**src/rtl/face_pkg.sv**
```systemverilog
// Shared definitions for the face pixel source: blink FSM state encodings,
// RGB565 colour defaults and panel dimensions used by every pixel source.
package face_pkg;

    typedef enum logic [1:0] {
        S_OPEN    = 2'd0,
        S_CLOSING = 2'd1,
        S_CLOSED  = 2'd2,
        S_OPENING = 2'd3
    } blink_state_t;

    localparam logic [15:0] BG_COLOR_DEFAULT = 16'h2935;
    localparam logic [15:0] FG_COLOR_DEFAULT = 16'hFFFF;

    localparam int unsigned LCD_W_DEFAULT = 132;
    localparam int unsigned LCD_H_DEFAULT = 162;

endpackage

```
**src/rtl/circle_hit.sv**
```systemverilog
// Combinational eye test: a pixel is lit when it lies inside the circle of
// radius r around (cx, cy) and within h rows of the centre, so shrinking h
// squashes the round eye into a horizontal slit.
module circle_hit (
    input  logic [7:0] x,
    input  logic [7:0] y,
    input  logic [7:0] cx,
    input  logic [7:0] cy,
    input  logic [3:0] r,
    input  logic [3:0] h,
    output logic       hit
);

    logic signed [8:0] dx;
    logic signed [8:0] dy;
    logic [7:0]        adx;
    logic [7:0]        ady;
    logic [15:0]       dx2;
    logic [15:0]       dy2;
    logic [15:0]       r2;
    logic [16:0]       dist2;

    // Signed offsets, magnitudes and squared distance compared against r^2.
    always_comb begin
        dx    = $signed({1'b0, x}) - $signed({1'b0, cx});
        dy    = $signed({1'b0, y}) - $signed({1'b0, cy});
        adx   = dx[8] ? 8'(-dx) : dx[7:0];
        ady   = dy[8] ? 8'(-dy) : dy[7:0];
        dx2   = 16'(adx) * 16'(adx);
        dy2   = 16'(ady) * 16'(ady);
        r2    = 16'(r) * 16'(r);
        // Sum kept one bit wider so far-away pixels cannot wrap into a hit.
        dist2 = 17'(dx2) + 17'(dy2);
        hit   = (dist2 <= 17'(r2)) && (ady <= 8'(h));
    end

endmodule

```
**src/rtl/blink_face_gen.sv**
```systemverilog
// Face pixel source: returns the registered RGB565 colour of the pixel at
// the LCD scan address and animates eye blinks that only change state at
// frame starts, so each frame is drawn with a single eye height.
module blink_face_gen
    import face_pkg::*;
#(
    parameter int unsigned LCD_W        = LCD_W_DEFAULT,
    parameter int unsigned LCD_H        = LCD_H_DEFAULT,
    parameter logic [15:0] BG_COLOR     = BG_COLOR_DEFAULT,
    parameter logic [15:0] FG_COLOR     = FG_COLOR_DEFAULT,
    parameter int unsigned EYE_L_X      = 40,
    parameter int unsigned EYE_R_X      = 92,
    parameter int unsigned EYE_Y        = 60,
    parameter int unsigned EYE_R        = 12,
    parameter int unsigned MOUTH_X0     = 36,
    parameter int unsigned MOUTH_X1     = 96,
    parameter int unsigned MOUTH_Y0     = 110,
    parameter int unsigned MOUTH_Y1     = 116,
    parameter int unsigned OPEN_FRAMES  = 90,
    parameter int unsigned PHASE_FRAMES = 3
) (
    input  logic        clk,
    input  logic        rst,
    input  logic [7:0]  ram_addr_x,
    input  logic [7:0]  ram_addr_y,
    input  logic        go,
    output logic [15:0] ram_data,
    output logic        frame_tick,
    output logic [1:0]  blink_state
);

    localparam logic [7:0] PANEL_W    = 8'(LCD_W);
    localparam logic [7:0] LAST_ROW   = 8'(LCD_H - 1);
    localparam logic [7:0] EYE_LX     = 8'(EYE_L_X);
    localparam logic [7:0] EYE_RX     = 8'(EYE_R_X);
    localparam logic [7:0] EYE_CY     = 8'(EYE_Y);
    localparam logic [3:0] EYE_RAD    = 4'(EYE_R);
    localparam logic [3:0] EYE_HALF   = 4'(EYE_R >> 1);
    localparam logic [7:0] MX0        = 8'(MOUTH_X0);
    localparam logic [7:0] MX1        = 8'(MOUTH_X1);
    localparam logic [7:0] MY0        = 8'(MOUTH_Y0);
    localparam logic [7:0] MY1        = 8'(MOUTH_Y1);
    localparam logic [7:0] OPEN_LAST  = 8'(OPEN_FRAMES - 1);
    localparam logic [7:0] PHASE_LAST = 8'(PHASE_FRAMES - 1);

    blink_state_t state_q, state_d;
    logic [7:0]   frame_cnt_q, frame_cnt_d;
    logic         go_pending_q, go_pending_d;
    logic [7:0]   prev_y;
    logic [3:0]   eye_h;
    logic         hit_l, hit_r, in_panel, in_mouth;
    logic [15:0]  pix_d;

    assign blink_state = state_q;

    // Frame start detect: registered tick on the last-row to row-0 wrap.
    always_ff @(posedge clk) begin
        // NOTE: sequential state uses non-blocking assignments so every
        // register samples pre-edge values regardless of statement order.
        if (rst) begin
            prev_y     <= '0;
            frame_tick <= 1'b0;
        end else begin
            prev_y     <= ram_addr_y;
            frame_tick <= (prev_y == LAST_ROW) && (ram_addr_y == 8'd0);
        end
    end

    // Blink state, frame counter and pending go request registers.
    always_ff @(posedge clk) begin
        if (rst) begin
            state_q      <= S_OPEN;
            frame_cnt_q  <= '0;
            go_pending_q <= 1'b0;
        end else begin
            state_q      <= state_d;
            frame_cnt_q  <= frame_cnt_d;
            go_pending_q <= go_pending_d;
        end
    end

    // Next-state logic, evaluated only on frame ticks; a go seen in the same
    // cycle as the clearing tick survives and starts the following blink.
    always_comb begin
        // NOTE: every output of this block gets a default first so no path
        // leaves a value unassigned and no latch is inferred.
        state_d      = state_q;
        frame_cnt_d  = frame_cnt_q;
        go_pending_d = go_pending_q | go;
        if (frame_tick) begin
            frame_cnt_d = frame_cnt_q + 8'd1;
            unique case (state_q)
                S_OPEN: begin
                    if ((frame_cnt_q == OPEN_LAST) || go_pending_q) begin
                        state_d      = S_CLOSING;
                        frame_cnt_d  = '0;
                        go_pending_d = go;
                    end
                end
                S_CLOSING: begin
                    if (frame_cnt_q == PHASE_LAST) begin
                        state_d     = S_CLOSED;
                        frame_cnt_d = '0;
                    end
                end
                S_CLOSED: begin
                    if (frame_cnt_q == PHASE_LAST) begin
                        state_d     = S_OPENING;
                        frame_cnt_d = '0;
                    end
                end
                S_OPENING: begin
                    if (frame_cnt_q == PHASE_LAST) begin
                        state_d     = S_OPEN;
                        frame_cnt_d = '0;
                    end
                end
                default: state_d = S_OPEN;
            endcase
        end
    end

    // Eye half-height derived from the registered blink state.
    always_comb begin
        unique case (state_q)
            S_OPEN:    eye_h = EYE_RAD;
            S_CLOSED:  eye_h = 4'd1;
            default:   eye_h = EYE_HALF;
        endcase
    end

    circle_hit u_eye_l (
        .x   (ram_addr_x),
        .y   (ram_addr_y),
        .cx  (EYE_LX),
        .cy  (EYE_CY),
        .r   (EYE_RAD),
        .h   (eye_h),
        .hit (hit_l)
    );

    circle_hit u_eye_r (
        .x   (ram_addr_x),
        .y   (ram_addr_y),
        .cx  (EYE_RX),
        .cy  (EYE_CY),
        .r   (EYE_RAD),
        .h   (eye_h),
        .hit (hit_r)
    );

    assign in_panel = (ram_addr_x < PANEL_W) && (ram_addr_y <= LAST_ROW);
    assign in_mouth = (ram_addr_x >= MX0) && (ram_addr_x <= MX1) &&
                      (ram_addr_y >= MY0) && (ram_addr_y <= MY1);

    // Colour select: foreground for any lit feature inside the panel.
    always_comb begin
        pix_d = BG_COLOR;
        if (in_panel && (hit_l || hit_r || in_mouth)) begin
            pix_d = FG_COLOR;
        end
    end

    // Output register: one cycle of latency from address to colour.
    always_ff @(posedge clk) begin
        if (rst) begin
            ram_data <= BG_COLOR;
        end else begin
            ram_data <= pix_d;
        end
    end

endmodule

```
**config.mk**
```make
export PLATFORM = sky130hd
export DESIGN_NAME = blink_face_gen
export DESIGN_NICKNAME = d
export VERILOG_FILES = /design/src/rtl/face_pkg.sv /design/src/rtl/circle_hit.sv /design/src/rtl/blink_face_gen.sv
export SDC_FILE = /design/constraint.sdc
export NUM_CORES = 1
export LEC_CHECK = 0
export CAP_MARGIN = 30
export CORE_MARGIN = 2
export CORE_UTILIZATION = 50
export CTS_CLUSTER_SIZE = 30
export DETAILED_ROUTE_END_ITERATION = 8
export PLACE_DENSITY = 0.71
export SYNTH_ARGS = -nofsm -noshare
export SYNTH_HDL_FRONTEND = slang
export SYNTH_SLANG_ARGS = --single-unit
```
**constraint.sdc**
```tcl
create_clock -name clk -period 9.5 [get_ports clk]
set_input_delay 1.9 -clock clk [delete_from_list [all_inputs] [get_ports clk]]
set_output_delay 1.9 -clock clk [all_outputs]
set_load 0.05 [all_outputs]
```
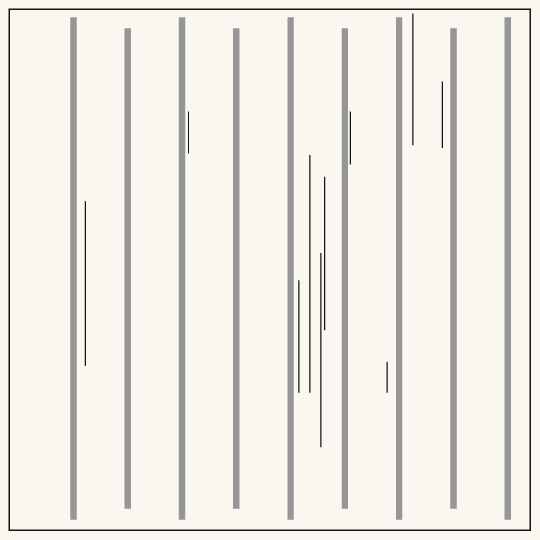
(the metal 4 layer)
(4 px per µm) Supply wires on this layer in grey.
share of all routed wire: 1.7%
main direction: vertical

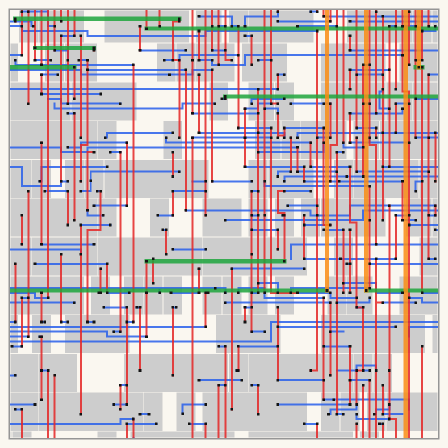
(zoomed window)
Window x 50 to 80, y 24 to 54 µm. Cells in grey, sequential cells in the stronger grey; small squares are vias.
| layer | colour |
|---|---|
| metal 2 | red |
| metal 4 | orange |
| metal 3 | green |
| metal 1 | blue |
most frequent: inv_1 (21), fa_1 (11), ha_1 (11)
sequential cells in the window: 0
cells with their middle in the window: 85

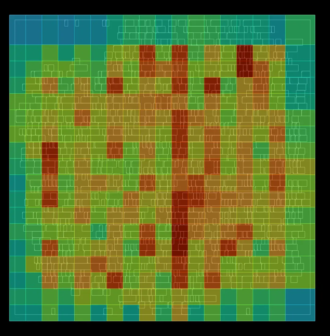
(track usage over the die)
GRT Resource Usage Total: 22.2%
DR WL/cell: 13.3 µm

==> impl_metrics.json <==
{
  "fp_util_pct": 50.4,
  "logic_family": "adder cells",
  "ys_types": 73,
  "finalWorstSetupSlack_ps": -184,
  "clkSinkCount": 21,
  "fillCellCount": 1397,
  "final_cells": 1340,
  "wl_met1_mm": 8.44,
  "setup_viol": 1,
  "synth-seq-area-share_pct": 5.30,
  "ys_warn_count": 0,
  "gr-usage-met3_pct": 1.56,
  "io_pins": 38,
  "crit_family": "adder cells",
  "slew_violations": 0,
  "crit_required_ps": 9670,
  "cts_tree": "done",
  "syn_area_mm2": 0.00793,
  "drt_pass1_iterations": 5,
  "route.vias.total": 6732,
  "drive_above_1_share_pct": 20.9,
  "synth_cells": 979,
  "highest_layer": "met4",
  "hpwl_mm": 15.3,
  "insertion_delay_ps": 260,
  "warnings": 49,
  "ys.flops": 21,
  "coreArea_mm2": 0.0157,
  "critPathKind": "input port to flop",
  "crit_fanout": 5,
  "drv_cap": 0,
  "violations": "setup timing",
  "tightest_slew_ps": 659,
  "clk_share_pct": 0.838,
  "nClkBuffers": 3,
  "status": "finished with violations",
  "syn_avg_cell_area_um2": 8.10
}
[worst paths after layout]
path,start,endpoint,slack (ps),cells past startpoint
max reg2reg,blink_state[0]$_SDFFE_PP0P_,ram_data[14]$_SDFF_PP0_,6460,11
min reg2reg,prev_y[7]$_SDFF_PP0_,frame_tick$_SDFF_PP0_,450,2
max,ram_addr_y[6],ram_data[14]$_SDFF_PP0_,-180,35
min,prev_y[7]$_SDFF_PP0_,frame_tick$_SDFF_PP0_,450,2
[timing repair]
item,CTS,global route
setup buffers,12,1
pin swaps,32,29
endpoints found under the setup margin,1,1
hold buffers,0,0
gates resized,33,20
[through the flow]
stage                     utilization [%]  cell area, µm²
after floorplan                         -            8200
after global placement               60.5            9510
after detailed placement             60.5            9510
after CTS                            61.9            9730
after global routing                 62.7            9860
final                                62.7            9860
